`src/rtl/shift_unpack_rx.sv`:
```
// Restores left-shifted words (LSB marker must be 0) with a right shift and buffers them in a FIFO.
// Latency: accept -> FIFO write 3 edges later; stalls in S_PUSH while the FIFO is full and not popping.
module shift_unpack_rx #(
  parameter int WIDTH = 8,
  parameter int DEPTH = 4,
  parameter int ERR_W = 8
) (
  input  logic                     clk,
  input  logic                     rst,
  input  logic                     in_valid,
  output logic                     in_ready,
  input  logic [WIDTH-1:0]         in_data,
  output logic                     out_valid,
  input  logic                     out_ready,
  output logic [WIDTH-1:0]         out_data,
  output logic                     fmt_err,
  output logic [ERR_W-1:0]         err_count,
  output logic [$clog2(DEPTH):0]   fifo_count
);

  localparam int AW = $clog2(DEPTH);
  localparam int CW = AW + 1;

  typedef enum logic [1:0] {S_IDLE, S_CHECK, S_SHIFT, S_PUSH} state_t;

  state_t           r_state;
  state_t           w_next;
  logic [WIDTH-1:0] r_cap;
  logic [WIDTH-1:0] r_mem [DEPTH];
  logic [AW-1:0]    r_wr_ptr;
  logic [AW-1:0]    r_rd_ptr;
  logic [CW-1:0]    r_count;
  logic [ERR_W-1:0] r_err_cnt;
  logic             w_full;
  logic             w_pop;
  logic             w_push;

  assign w_full = (r_count == CW'(DEPTH));
  assign w_pop  = (r_count != '0) && out_ready;
  // A pop in the same cycle frees the slot the push lands in (wr_ptr == rd_ptr when full).
  assign w_push = (r_state == S_PUSH) && (!w_full || w_pop);

  always_comb begin
    w_next = r_state;
    case (r_state)
      S_IDLE:  if (in_valid) w_next = S_CHECK;
      S_CHECK: w_next = S_SHIFT;
      S_SHIFT: w_next = S_PUSH;
      S_PUSH:  if (w_push) w_next = S_IDLE;
      default: w_next = S_IDLE;
    endcase
  end

  always_ff @(posedge clk) begin
    if (rst) begin
      r_state   <= S_IDLE;
      r_cap     <= '0;
      r_wr_ptr  <= '0;
      r_rd_ptr  <= '0;
      r_count   <= '0;
      r_err_cnt <= '0;
      for (int i = 0; i < DEPTH; i++) r_mem[i] <= '0;
    end else begin
      r_state <= w_next;

      if (r_state == S_IDLE && in_valid) r_cap <= in_data;
      else if (r_state == S_SHIFT)       r_cap <= {1'b0, r_cap[WIDTH-1:1]};

      if (r_state == S_CHECK && r_cap[0] && r_err_cnt != '1)
        r_err_cnt <= r_err_cnt + ERR_W'(1);

      if (w_push) begin
        r_mem[r_wr_ptr] <= r_cap;
        r_wr_ptr        <= r_wr_ptr + AW'(1);
      end
      if (w_pop) r_rd_ptr <= r_rd_ptr + AW'(1);

      case ({w_push, w_pop})
        2'b10:   r_count <= r_count + CW'(1);
        2'b01:   r_count <= r_count - CW'(1);
        default: r_count <= r_count;
      endcase
    end
  end

  assign in_ready   = (r_state == S_IDLE);
  assign fmt_err    = (r_state == S_CHECK) && r_cap[0];
  assign out_valid  = (r_count != '0);
  assign out_data   = r_mem[r_rd_ptr];
  assign err_count  = r_err_cnt;
  assign fifo_count = r_count;

endmodule

```
`config.mk`:
```
export PLATFORM = sky130hd
export DESIGN_NAME = shift_unpack_rx
export DESIGN_NICKNAME = d
export VERILOG_FILES = /design/src/rtl/shift_unpack_rx.sv
export SDC_FILE = /design/constraint.sdc
export NUM_CORES = 1
export LEC_CHECK = 0
export CAP_MARGIN = 20
export CORE_UTILIZATION = 45
export DETAILED_ROUTE_END_ITERATION = 16
export PLACE_DENSITY = 0.66
export SYNTH_ARGS = -nofsm -noshare
export SYNTH_HDL_FRONTEND = slang
export SYNTH_SLANG_ARGS = --single-unit
```
`constraint.sdc`:
```
create_clock -name clk -period 4.44 [get_ports clk]
set_input_delay 0.888 -clock clk [delete_from_list [all_inputs] [get_ports clk]]
set_output_delay 0.888 -clock clk [all_outputs]
set_load 0.02 [all_outputs]
```
==> ci_impl_report.md <==
### Metrics collected by this job

| Metric | Value |
|---|---|
| Worst-case clock buffer depth | 2 |
| Yosys warns | 0 |
| Pleak | 1.19 nW |
| H-Tree Depth | 3 |
| Registers | 59 |
| Hold-fix buffers at CTS | 0 |
| GP Congestion | 0.748 |
| Clock buf/inv share | 0.0552 |
| RSZ-0062 raised after global routing | false |
| Outcome | completed |
| Final ANT Viol Nets | 0 |
| Final setup viols | 0 |
| Antenna violations before repair | 0 |
| Worst Setup Path Type | reg -> out |
| Pin count of the biggest net entering global routing | 19 |
| Post-synth top area share | 0.349 |
| First drt pass iteration count | 4 |
| Critical Path RT | 3550 ps |
| Site row count | 28 |
| Slew margin rel. | 0.434 |
| Top cells excl fill/tap | and2_1, clkdlybuf4s50_1, edfxtp_1, dfxtp_1, nor2_1 |
| DRC Markers | 0 |
| Synthesized cell area | 2750 sq um |
| Cell type taking the most area | sequential cells |
| Clk latency late pin | 330 ps |
| Fraction of area in multi-input gates | 0.354 |
| Final nets | 283 |
| Final hold violation count | 0 |
| Clk network pwr share | 0.273 |
| Ys flops | 59 |
| Yosys cell count | 231 |
| Fin crit share | 0.673 |
| Crit path launch type | register |
| Layout cells sized above 1 | 0.107 |
| CTS tree | built |
| Grt met1 use | 0.229 |
| Die Wd | 80.2 microns |
| Worst EP arrival | 2100 ps |
| Clk slew on worst S/H paths | 70 ps |
| Switching Power | 0.000530 W |
| Final Cell Area | 3310 sq um |
| Num CTS Buffers | 9 |
| Vias in the first global route | 1754 |
| Buffering overhead | 0.102 |
| Routed WL per cell | 14.5 microns |
| Vias per Instance | 5.22 |
[through the flow]
stage / worst slack, ps / std cells / hold slack, ps / util / power (W)
finish: 1450 / 345 / 521 / 0.559 / 0.00166
global route: 1300 / 345 / 571 / 0.559 / 0.00175
floorplan: 2120 / 231 / 485 / - / 0.00106
CTS: 1370 / 345 / 523 / 0.559 / 0.00167
detailed placement: 1350 / 329 / 508 / 0.528 / 0.00122
global placement: 1410 / 329 / 502 / 0.528 / 0.00122
[sequential cells by signal (all words and copies together), names as in the netlist, named ones only]
signal and flops:
r_rd_ptr 2, r_mem 32, err_count 8, r_cap 8, r_wr_ptr 2, fifo_count 3, r_state 2
[power groups by stage]
| stage | Combinational, W | Clock (W) | Sequential (W) |
|---|---|---|---|
| after floorplan | 0.000342 | 0 | 0.000716 |
| after global placement | 0.000465 | 0 | 0.000752 |
| after detailed placement | 0.000468 | 0 | 0.000752 |
| after CTS | 0.000469 | 0.000460 | 0.000741 |
| after global routing | 0.000510 | 0.000487 | 0.000756 |
| final | 0.000464 | 0.000452 | 0.000739 |
[worst max-delay path: stages, from the launching register on]
cell and delay (ps):
dfxtp_1 650, mux4_2 570, clkdlybuf4s50_1 550
[path summary, 6_finish.rpt]
check	cells past startpoint	slack, ps	start	endpoint
worst max-delay path	2	1450	register	out_data[0]
worst min-delay path	1	520	err_count[3]	err_count[3]
worst max register to register	4	2250	r_state[0]	r_mem[0][6]
worst min register to register	1	520	err_count[3]	err_count[3]
[logic make-up after synthesis]
family | count (synthesis) | share of synthesized area
fa+ha+maj | 6 | 0.0300
simple gates | 98 | 0.203
compound gates | 25 | 0.0655
xor+xnor | 7 | 0.0223
flops | 59 | 0.546
mux | 19 | 0.106
buf+inv | 17 | 0.0282
pins.png
Pins as bars across the die edge, other pins in gray.
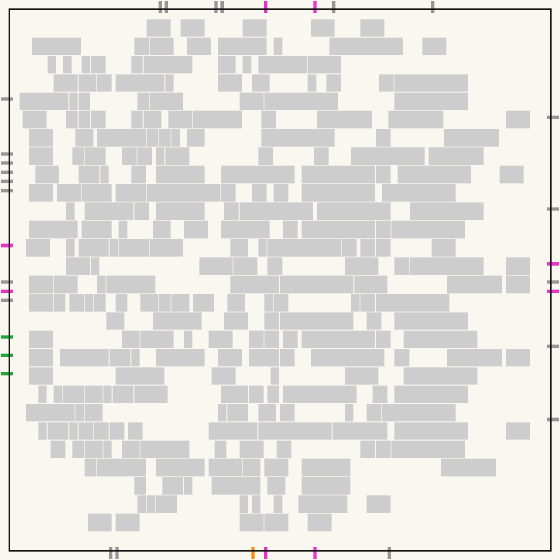
in_data: in magenta, pins 8, direction input, edge 2 left, 2 top, 2 right, 2 bottom. rst: in orange, pins 1, direction input, edge bottom. fifo_count: in green, pins 3, direction output, edge left.
All pins by edge: 13 left, 8 top, 7 right, 6 bottom.

final_placement.png
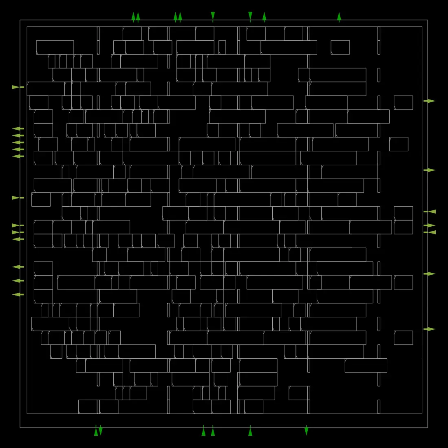
TAP cells: 75
Finished Core Util: 0.559

met3.png
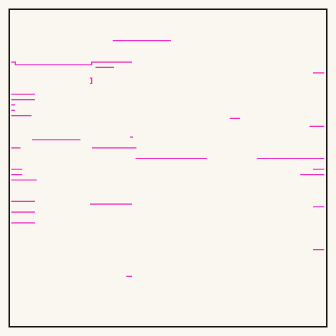
The longest straight run is 19.3 microns. The layer holds 3.8% of the routed length. The wires run mostly horizontal. 24 nets have wire on it.

density.png
8 x 8 tiles, from white (low) to dark blue (high), 0 to 100% covered.
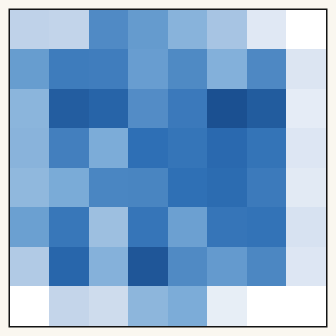
The emptiest ninth of the die: bottom right. The densest ninth of the die: middle. 13% of the tiles are over 75% full. The mean over all tiles is 50%. The fullest tile reaches 87%. 6.2% of the tiles are nearly empty.

No activity file was given, so power comes from the tool's default toggle rates.
